run_1/layer_met1.png
Supply wires on this layer in grey.
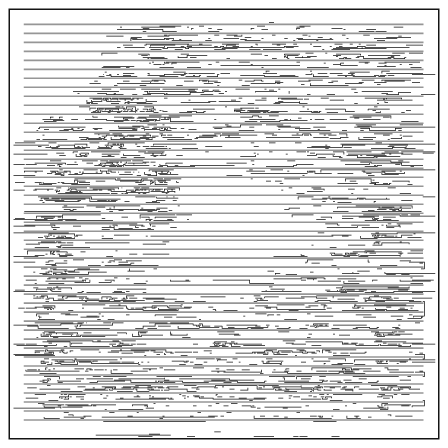
run_1/layer_met2.png
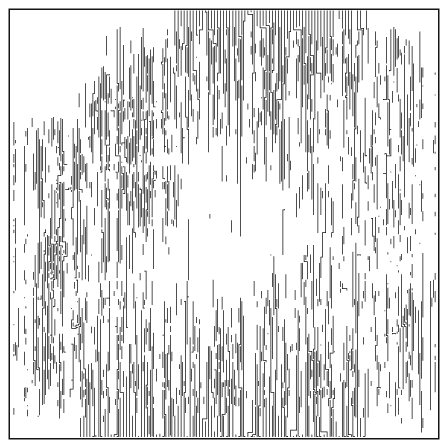
run_1/layer_met3.png
The bar under the picture is 50 um long. Cells faint in the background.
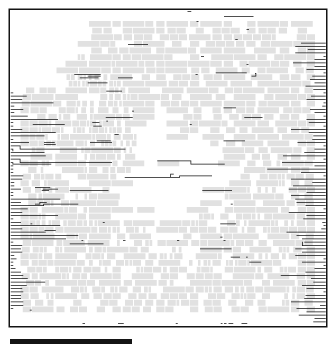
run_1/layer_met4.png
Supply wires on this layer in grey. Cells faint in the background.
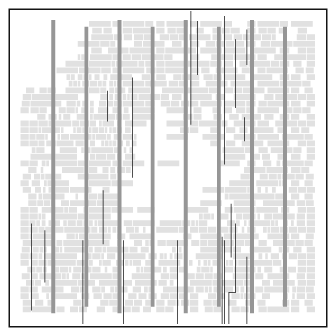
==> config.mk <==
export PLATFORM = sky130hd
export DESIGN_NAME = mem_port_arbiter
export DESIGN_NICKNAME = d
export VERILOG_FILES = /design/src/rtl/mem_port_arbiter.sv
export SDC_FILE = /design/constraint.sdc
export NUM_CORES = 1
export LEC_CHECK = 0
export CORE_MARGIN = 4
export CORE_UTILIZATION = 44
export DETAILED_ROUTE_END_ITERATION = 7
export PLACE_DENSITY = 0.84
export RECOVER_POWER = 25
export SYNTH_ARGS = -nofsm -noshare
export SYNTH_HDL_FRONTEND = slang
export SYNTH_SLANG_ARGS = --single-unit
==> constraint.sdc <==
create_clock -name clk -period 3.23 [get_ports clk]
set_input_delay 0.323 -clock clk [delete_from_list [all_inputs] [get_ports clk]]
set_output_delay 0.323 -clock clk [all_outputs]
set_load 0.005 [all_outputs]
==> flow_summary.json, run 1 <==
{
  "ys_sh_adder": 0.0154,
  "final_core_util": 0.715,
  "finalSetupViolations": 0,
  "maxCapViolCount": 1,
  "cellPowerDensity_nw_per_um2": 852,
  "hpwl_um": 14300,
  "async_reset_ff_frac": 1.00,
  "clock_latency_ns": 0.42,
  "post-route-cell-area_um2": 10400,
  "antenna_left": 0,
  "largest_cell_class": "sequential cells",
  "rows": 44,
  "placed_area_um2": 9730,
  "highest_layer": "met4",
  "syn-num-nets": 733,
  "critPathMaxStageDelay_ns": 0.59,
  "clkCellAreaFrac": 0.0602,
  "cts_root_buf": "clkbuf_16",
  "critPathSlowestCell": "clkdlybuf4s50_1",
  "cts_resized": 0,
  "num-clock-buffers": 19,
  "numPortBuffers": 305,
  "first_iter_violations": 328,
  "largest_area_cell": "dfrtp_1",
  "leakage_nw": 4.45,
  "grt_overflow_total": 0,
  "regArea_um2": 3730,
  "critPathCaptureType": "output pin",
  "fin_crit_sh": 0.795,
  "wl_met2_um": 10200,
  "cts_inserted_buffers": 17,
  "final_nets": 1031,
  "cp.buffers_inverters": 3,
  "p_sw_frac": 0.310,
  "reg2reg_setup_slack_ns": 0.85,
  "synthCells": 555,
  "slew_violations": 84,
  "ys_ff": 149,
  "pg_comb_mw": 3.62,
  "gr-max-usage-layer": "met2",
  "violations": "capacitance limit, slew limit",
  "wire_per_inst_um": 18.5,
  "cp_top_family": "buffers and inverters",
  "r2r_cells": 7,
  "synth_top_area_share": 0.570,
  "synth_area_um2": 6490,
  "nFillCells": 968,
  "drt-met1-wl_um": 7150,
  "synth_cell_types": 43,
  "tap_cells": 184,
  "wl_met3_um": 1490,
  "worstHoldPathCells": 2,
  "power_frac_clock": 0.233,
  "p_sw_mw": 2.73,
  "comb_area_frac": 0.249,
  "die_x_um": 129,
  "aoi_share": 0.117,
  "hp-class": "reg2reg",
  "path_cells": "inv_1, ha_1, inv_2, clkdlybuf4s50_1",
  "initCoreUtil": 0.448,
  "status": "finished with violations",
  "relSlewSlack": -0.388,
  "area_leaders": "dfrtp_1, mux2_2, mux2i_1",
  "ff_count": 149,
  "dp.cells": 1017,
  "cts_setup_buffers": 0,
  "comb_area_um2": 2580,
  "edf_count": 0,
  "xor_area_frac": 0,
  "bufAreaShareNonClock": 0.303,
  "syn_avg_cell_area_um2": 11.7,
  "fin_skew_ns": 0.0118,
  "first_pass_iters": 4,
  "p_clk_mw": 2.05,
  "max-clock-path-buffers": 2
}
About layer_met1.png:
The longest straight run is 55.2 um. The layer holds 37% of the routed length. The wires run mostly horizontal. The layer carries 7150 um of wire.
DRT Wirelength: 19400 um
GR Layer Usage met1: 0.253

About layer_met2.png:
The wires run mostly vertical. The layer carries 10200 um of wire. The layer holds 53% of the routed length.
via count: 5478
met2 Use GR: 0.415

About layer_met3.png:
The longest straight run is 43.0 um. The layer holds 7.7% of the routed length. The layer carries 1490 um of wire. 184 nets have wire on it. The wires run mostly horizontal.
GRT met3 Usage: 0.0684

About layer_met4.png:
The longest straight run is 60.5 um. The wires run mostly vertical. 16 nets have wire on it. The layer holds 3.0% of the routed length. The layer carries 575 um of wire.

run_1/clocks.png
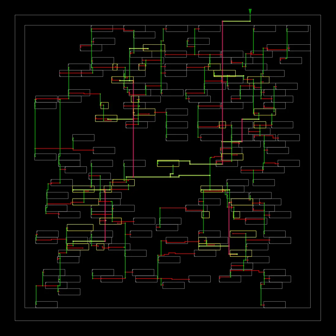

==> run 1 -> run 2 <==
- CORE_UTILIZATION: 44 -> 41
- PLACE_DENSITY: 0.84 -> 0.79
- clock period: 3.23 -> 2.5 ns (I/O delays scaled with it)
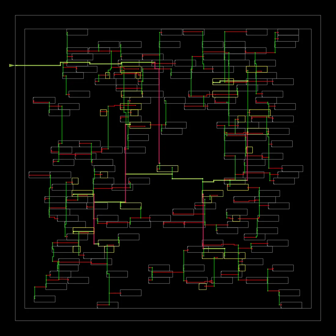
run_2/clocks.png
registers: 149
clk ins delay skew pair: 0.42 ns
# clk buffers: 17
P_clk: 2.47 mW

==> run 2 against run 1 <==
The flow now finishes without violations. Register-to-register slack lost 0.45 ns. Area after synthesis is the same. Count of clock-buffer cells in the layout is 2 lower. Clock power increased by about 20%. Critical path depth grew 3. Clock skew is 0.00084 ns higher. Sequential share of layout area down 0.21 points. Combinational power up 31%. Routed wire length up 0.91%. Sequential cell count did not move. Design area rose by 0.58%. Highest routed layer unchanged.
==> flow_summary.json, run 2 <==
{
  "status": "complete, no violations",
  "first_iter_violations": 253,
  "wire_per_inst_um": 18.0,
  "pg_comb_mw": 4.73,
  "combinationalPowerShare": 0.419,
  "fin_skew_ns": 0.0126,
  "largest_cell_class": "sequential cells",
  "largest_area_cell": "dfrtp_1",
  "cellPowerDensity_nw_per_um2": 1080,
  "p_sw_frac": 0.319,
  "n_all_buffers": 321,
  "syn_avg_cell_area_um2": 11.7,
  "core-area_um2": 15400,
  "edf_count": 0,
  "cts_resized": 0,
  "num-nonclk-inverters": 13,
  "ys_sh_adder": 0.0154,
  "power_frac_clock": 0.219,
  "synthCells": 555,
  "cts.sinks": 149,
  "bufAreaShareNonClock": 0.308,
  "reg2reg_setup_slack_ns": 0.40,
  "required_ns": 2.78,
  "powerSeq_mw": 4.07,
  "die_y_um": 134,
  "critPathSlowestCell": "or4b_4",
  "cts_setup_buffers": 0,
  "regArea_um2": 3730,
  "comb_area_um2": 2590,
  "grt_overflow_total": 0,
  "crit_fanout": 5,
  "tap_cells": 211,
  "aoi_share": 0.117,
  "critPathMaxStageDelay_ns": 0.49,
  "post-route-cell-area_um2": 10400,
  "die_x_um": 134,
  "synth_area_um2": 6490,
  "max_freq_mhz": 477,
  "cp_top_family": "AND-OR/OR-AND gates",
  "ys_area_um2": 6490,
  "antenna_cells": 1,
  "area_leaders": "dfrtp_1, mux2_2, mux2i_1",
  "xor_area_frac": 0,
  "ys_ff": 149,
  "dp.cells": 1053,
  "clkCellAreaFrac": 0.0548,
  "path_cells": "inv_1, ha_1, or4b_4, o21ai_1, o21ai_0, a21oi_1, a31oi_1",
  "highest_layer": "met4",
  "final_nets": 1040,
  "initCoreUtil": 0.422,
  "finalHoldViolCount": 0,
  "logic_gates": 360,
  "wl_met2_um": 10000,
  "relSlewSlack": 0.215,
  "critPathCaptureType": "register",
  "r2r_cells": 7,
  "use_met3": 0.0679,
  "drt-met1-wl_um": 7490,
  "nFillCells": 1131,
  "hp-class": "in2reg",
  "worstHoldPathCells": 2,
  "cts_inserted_buffers": 17,
  "placed_area_um2": 9850,
  "gr-usage-met2": 0.373,
  "rows": 45,
  "fin_ws_ns": 0.402,
  "gr-max-usage-layer": "met2",
  "async_reset_ff_frac": 1.00,
  "slew_violations": 0,
  "antenna_left": 0,
  "numPortBuffers": 305,
  "finalSetupViolations": 0,
  "first_pass_iters": 4,
  "hpwl_um": 14700,
  "max-clock-path-buffers": 2,
  "leakage_nw": 4.46,
  "fin_crit_sh": 0.839,
  "grt_pass1_vias": 5896,
  "cts_root_buf": "clkbuf_16",
  "maxCapViolCount": 0,
  "wl_met3_um": 1500,
  "critical_path_class": "reg2reg",
  "synth_top_area_share": 0.570,
  "p_sw_mw": 3.59,
  "cp.buffers_inverters": 1,
  "grt_max_degree": 86,
  "syn-num-nets": 733,
  "synth_cell_types": 43,
  "comb_area_frac": 0.248,
  "final_core_util": 0.678
}
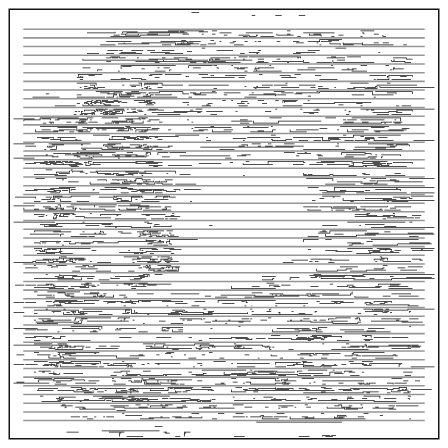
run_2/layer_met1.png
Supply wires on this layer in grey.
The wires run mostly horizontal. The longest straight run is 31.3 um.
via count: 5555
GR Layer Usage met1: 0.246
DRT Wirelength: 19600 um

Power is estimated from default activity; no workload was simulated.
